[config.mk]
export PLATFORM = sky130hd
export DESIGN_NAME = mult_div_unit
export DESIGN_NICKNAME = d
export VERILOG_FILES = /design/src/rtl/mult_div_unit.sv
export SDC_FILE = /design/constraint.sdc
export NUM_CORES = 1
export LEC_CHECK = 0
export ABC_AREA = 1
export CAP_MARGIN = 15
export CELL_PAD_IN_SITES_DETAIL_PLACEMENT = 1
export CELL_PAD_IN_SITES_GLOBAL_PLACEMENT = 2
export CORE_ASPECT_RATIO = 1.25
export CORE_MARGIN = 2
export CORE_UTILIZATION = 34
export CTS_BUF_LIST = sky130_fd_sc_hd__clkbuf_4 sky130_fd_sc_hd__clkbuf_8 sky130_fd_sc_hd__clkbuf_16
export DETAILED_ROUTE_END_ITERATION = 12
export PLACE_DENSITY = 0.93
export SETUP_SLACK_MARGIN = 0.02
export SLEW_MARGIN = 20
export SYNTH_ARGS = -nofsm -noshare
export SYNTH_HDL_FRONTEND = slang
export SYNTH_SLANG_ARGS = --single-unit
[constraint.sdc]
create_clock -name Clk -period 9.9 [get_ports Clk]
set_clock_uncertainty 0.1 [all_clocks]
set_input_delay 0.99 -clock Clk [delete_from_list [all_inputs] [get_ports Clk]]
set_output_delay 0.99 -clock Clk [all_outputs]
set_load 0.02 [all_outputs]
[src/rtl/mult_div_unit.sv]
// Iterative HI/LO multiply/divide unit for the MIPS CPU.
// MULT/MULTU run a shift-add over operand magnitudes and DIV/DIVU run a
// restoring shift-subtract. Each takes one iteration per clock for WIDTH
// clocks, followed by one sign-correction/commit clock. HI/LO are also
// written directly by MTHI/MTLO while the unit is idle.
module mult_div_unit #(
  parameter int WIDTH = 32,
  parameter int CNT_W = 6
) (
  input  logic             Clk,
  input  logic             Reset,
  input  logic             Start,
  input  logic [1:0]       Op,
  input  logic [WIDTH-1:0] OpA,
  input  logic [WIDTH-1:0] OpB,
  input  logic             HiWrite,
  input  logic             LoWrite,
  input  logic [WIDTH-1:0] WrData,
  output logic [WIDTH-1:0] Hi,
  output logic [WIDTH-1:0] Lo,
  output logic             Busy,
  output logic             Done
);

  typedef enum logic [1:0] {
    IDLE = 2'd0,
    RUN  = 2'd1,
    FIX  = 2'd2
  } stateT;

  stateT state;
  stateT nextState;

  // Operation context captured at Start.
  logic               isDiv;
  logic               signA;
  logic               signB;
  logic [WIDTH-1:0]   bMag;
  logic [WIDTH-1:0]   origA;

  // Working register. For multiply, the upper half holds the partial
  // product and the lower half holds the remaining multiplier bits. For
  // divide, the upper half holds the partial remainder and the lower half
  // holds the dividend bits, which are replaced by quotient bits as the
  // division proceeds.
  logic [2*WIDTH-1:0] acc;
  logic [CNT_W-1:0]   cnt;

  // Launch-time operand conditioning. Signed ops take magnitudes. The
  // unsigned ops carry zero sign bits, so the correction applied later
  // does nothing for them.
  logic               startSignA;
  logic               startSignB;
  logic [WIDTH-1:0]   startAMag;
  logic [WIDTH-1:0]   startBMag;

  assign startSignA = ~Op[0] & OpA[WIDTH-1];
  assign startSignB = ~Op[0] & OpB[WIDTH-1];
  assign startAMag  = startSignA ? -OpA : OpA;
  assign startBMag  = startSignB ? -OpB : OpB;

  // One iteration of each algorithm. The second operand is always bMag.
  logic [WIDTH:0]     mulSum;
  logic [WIDTH:0]     divShift;
  logic               divFits;
  logic [WIDTH-1:0]   divRem;
  logic [2*WIDTH-1:0] accStep;

  assign mulSum   = {1'b0, acc[2*WIDTH-1:WIDTH]} + (acc[0] ? {1'b0, bMag} : '0);
  assign divShift = {acc[2*WIDTH-1:WIDTH], acc[WIDTH-1]};
  assign divFits  = divShift >= {1'b0, bMag};
  // When the divisor fits, the difference is smaller than bMag, so a
  // WIDTH-bit subtraction is exact.
  assign divRem   = divFits ? (divShift[WIDTH-1:0] - bMag) : divShift[WIDTH-1:0];
  assign accStep  = isDiv ? {divRem, acc[WIDTH-2:0], divFits}
                          : {mulSum, acc[WIDTH-1:1]};

  logic [2*WIDTH-1:0] prodFix;
  logic [WIDTH-1:0]   resHi;
  logic [WIDTH-1:0]   resLo;

  // Sign correction of the finished magnitudes into the HI/LO result.
  always_comb begin
    // NOTE: every output of a combinational block gets a value on every path; defaults first keep latches out.
    prodFix = (signA ^ signB) ? -acc : acc;
    resHi   = prodFix[2*WIDTH-1:WIDTH];
    resLo   = prodFix[WIDTH-1:0];
    if (isDiv) begin
      if (bMag == '0) begin
        resHi = origA;
        resLo = '1;
      end else begin
        resLo = (signA ^ signB) ? -acc[WIDTH-1:0] : acc[WIDTH-1:0];
        resHi = signA ? -acc[2*WIDTH-1:WIDTH] : acc[2*WIDTH-1:WIDTH];
      end
    end
  end

  // State register.
  always_ff @(posedge Clk) begin
    // NOTE: clocked state uses non-blocking assignments so every register samples pre-edge values.
    if (Reset) state <= IDLE;
    else       state <= nextState;
  end

  // Next-state logic: launch, WIDTH iterations, then a single fix-up cycle.
  always_comb begin
    nextState = state;
    case (state)
      IDLE:    if (Start) nextState = RUN;
      RUN:     if (cnt == CNT_W'(WIDTH - 1)) nextState = FIX;
      FIX:     nextState = IDLE;
      default: nextState = IDLE;
    endcase
  end

  // Operand capture and iteration datapath.
  always_ff @(posedge Clk) begin
    // NOTE: pure datapath registers are left out of reset; they are always loaded at Start before they are used.
    if (state == IDLE && Start) begin
      isDiv <= Op[1];
      signA <= startSignA;
      signB <= startSignB;
      bMag  <= startBMag;
      origA <= OpA;
      acc   <= {{WIDTH{1'b0}}, startAMag};
    end else if (state == RUN) begin
      acc <= accStep;
    end
  end

  // Iteration counter, HI/LO architectural registers and the completion pulse.
  always_ff @(posedge Clk) begin
    if (Reset) begin
      cnt  <= '0;
      Hi   <= '0;
      Lo   <= '0;
      Done <= 1'b0;
    end else begin
      Done <= (state == FIX);
      if (state == IDLE && Start) cnt <= '0;
      else if (state == RUN)      cnt <= cnt + CNT_W'(1);
      if (state == FIX) begin
        Hi <= resHi;
        Lo <= resLo;
      end else if (state == IDLE && !Start) begin
        if (HiWrite) Hi <= WrData;
        if (LoWrite) Lo <= WrData;
      end
    end
  end

  assign Busy = (state != IDLE);

endmodule

==> impl_metrics.csv <==
group,metric,value,unit
status,outcome,"complete, no violations",
clocking,cts_hold_buf,0,
timing,period_used_share,0.360,
floorplan,die_area,56700,µm²
yosys,synth_nets,3285,
power,p_leak,0.0103,µW
global_route,grt_pass1_vias,22100,
yosys,edf_count,99,
power,power_leader,"combinational cells",
cells_and_area,final-instance-count-excl-fill,3967,
yosys,ys_chip_area,18600,µm²
power,p_comb_frac,0.415,
floorplan,chipWidth,213,µm
cells_and_area,syn_to_final_growth,17.1,%
worst_setup_path,crit_slowest_cell,"edfxtp_1",
worst_setup_path,path_cells,"inv_1 -> ha_1 -> nand2_1 -> nor2_1 -> nand4_1 -> nor2_4 -> nor2_4 -> nand2_8 -> nand2_4 -> inv_2 -> nand2_1 -> nand3b_1 -> nand2_1 -> inv_1",
placement,dpl.hpwl,75000,µm
flow_run,max_cap_violations,0,
yosys,flop_cell,"dfxtp_1",
timing,tns,0,ns
clocking,numCtsBuffers,25,
yosys,top_area_cell,"nand2_1",
power,finalPower,3590,µW
yosys,yosysSeqAreaShare,0.273,
timing,fin_ws,6.34,ns
yosys,ys_seq_elements,204,
clocking,cts.path.max_buffers,3,
yosys,yosysWarnings,0,
clocking,clk_pin_slew,0.07,ns
worst_setup_path,worstSetupStartpointType,"register",
floorplan,die_height,266,µm
timing,slew_violations,0,
power,powerComb,1490,µW
placement,dpl.cell_count,3921,
power,intPower,1990,µW
global_route,grt_pass1_wl,135000,µm
power,p_seq,1150,µW
cells_and_area,lay_top_count,"nand2_1",
yosys,synthTopCellsByArea,"nand2_1 (19%), edfxtp_1 (16%), dfxtp_1 (11%)",
placement,io_buffers,168,
worst_setup_path,cpPeakStageDelay,0.70,ns
power,power.switching,1600,µW
worst_setup_path,critPathCaptureType,"register",
cells_and_area,utilization,0.404,
routing,routedWlPerCell,23.1,µm
worst_setup_path,crit_top_cell,"nand2_1",
global_route,overflow,0,
routing,ant_nets,0,
power,powerDensity,165,nW/µm²
worst_setup_path,critPathKind,"reg -> reg",
timing,worstMarginPinSlew,1.15,ns
routing,drt-pass1-iter-count,5,
timing,relSlewSlack,0.235,
timing,min_period,3.56,ns
timing,finalHoldViolations,0,
floorplan,core_area,54000,µm²
routing,via_per_inst,5.33,
power,pg_clk,952,µW
placement,place_area,21000,µm²
clocking,cts_tree,"yes",
timing,fmax,0.281,GHz
min_path,min_path_type,"reg -> reg",
worst_setup_path,crit_fanout,18,
floorplan,io_pins,169,
yosys,synthCells,3111,
placement,dp_slack,5.87,ns
power,p_seq_frac,0.320,
timing,fin_hold_ws,0.414,ns
yosys,ys_top_cells_by_count,"nand2_1 (954), inv_1 (406), nor2_1 (395)",
global_route,antenna_found_initial,0,
yosys,synthDistinctLibCells,48,
min_path,hold_start,"cnt[1]",
yosys,syn_area_per_cell,5.98,µm²
timing,rsz0062_at_grt,"false",
cells_and_area,filler_cell_count,7304,
worst_setup_path,reg2reg_from,"acc[31]",
routing,post-route-drc-count,0,
global_route,grt_start_max_net_pins,69,
cells_and_area,drive_above_1_share,0.0389,
power,ir_drop,0.146,mV
yosys,synthMostInstantiatedCell,"nand2_1",
worst_setup_path,cp.arrival,3.95,ns
clocking,postCtsSetupBuffers,0,
flow_run,log.warning_count,26,
timing,finalSetupViolations,0,
global_route,grt_util_all_layers,0.318,
cells_and_area,design_area,21800,µm²
worst_setup_path,worst-endpoint-required,10.28,ns
cells_and_area,fin_nets,3396,
routing,vias,21100,
cells_and_area,lay_top_cells,"nand2_1 (954), inv_1 (406), nor2_1 (392), o21ai_0 (262), a21oi_1 (235)",
cells_and_area,diodes,0,
routing,wirelength,91500,µm
worst_setup_path,critPathLaunch,"acc[31]",
floorplan,num_rows,95,
power,switching_share,0.446,
routing,drt_iter0_markers,1053,
clocking,cts_root_buf,"clkbuf_16",
yosys,syn_area,18600,µm²
yosys,async_flop_share,0,
clocking,cts.sinks,204,
yosys,yosys.area.top_type_share,0.192,
power,pwr-share-clk,0.265,
floorplan,floorplanUtilization,0.345,
yosys,ys_cells,3111,
clocking,postCtsResizedCells,0,
clocking,clk_latency,0.59,ns
placement,place.gp.congestion,1.07,
clocking,ctsHtreeMaxLevel,1,
## routing by layer
| layer | share of wire | wire (µm) | vias up | track usage |
|---|---|---|---|---|
| met4 | 0.073 | 6660 | 0 | 0.201 |
| li1 | - | - | 10200 | - |
| met3 | 0.033 | 3040 | 204 | 0.0228 |
| met2 | 0.53 | 48200 | 534 | 0.609 |
| met1 | 0.37 | 33600 | 10200 | 0.330 |
| met5 | 0 | 0 | - | 0 |
## sequential cells by signal, summed over array words and instances (netlist names)
register / cells
Done: 1
Hi: 32
Lo: 32
acc: 64
bMag: 32
cnt: 6
isDiv: 1
origA: 32
signA: 1
signB: 1
state: 2
## layout make-up
| class | instances | area [µm²] | share of cell area |
|---|---|---|---|
| tap | 727 | 910 | 0.0417 |
| clock inverter | 9 | 95.1 | 0.00436 |
| clock buffer | 36 | 727 | 0.0334 |
| inverter | 415 | 1560 | 0.0715 |
| multi-input combinational | 2386 | 11600 | 0.531 |
| timing repair buffer | 190 | 1860 | 0.0853 |
| sequential | 204 | 5070 | 0.233 |
## path summary, 6_finish.rpt
kind | to | depth (start not counted) | slack, ns
setup reg to reg | acc[43] | 14 | 6.34
hold reg to reg | cnt[1] | 2 | 0.41
hold / removal | cnt[1] | 2 | 0.41
setup / recovery | acc[43] | 14 | 6.34
## critical path, delay by kind of cell (launching register included)
kind,cells,cell delay [ns]
adders and majority gates,1,0.40
buffers and inverters,3,0.51
DFF,1,0.70
and+or+nand+nor,10,1.71
## kinds of logic after synthesis
logic type               share of synthesized area
AND-OR/OR-AND                                0.156
adder cells (fa/ha/maj)                     0.0485
XOR/XNOR                                    0.0456
flip-flops                                   0.273
AND/OR/NAND/NOR                              0.369
buffers and inverters                        0.107
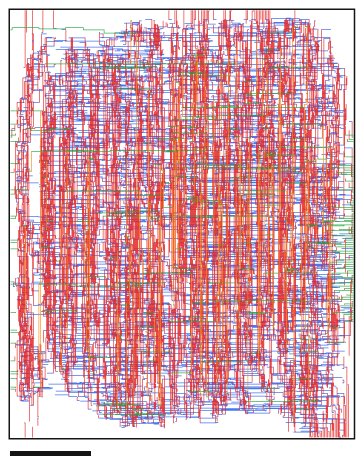
(images/metal_stack.png)
Scale bar: 50 µm.
red -> met2  # wire length 48.2 mm
green -> met3  # wire length 3040 µm
orange -> met4  # wire length 6660 µm
blue -> met1  # wire length 33.6 mm

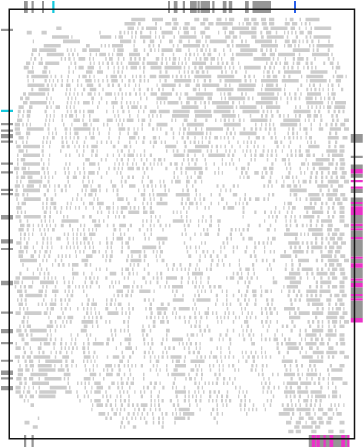
(images/pins.png)
Pins as bars across the die edge, other pins in grey.
cyan -> `Op`  # pins 2, direction input, edge 1 left, 1 top
blue -> `Reset`  # pins 1, direction input, edge top
magenta -> `Hi`  # pins 32, direction output, edge 22 right, 10 bottom
all pins by edge = 72 right, 40 top, 29 bottom, 28 left

Power is estimated from default activity; no workload was simulated.
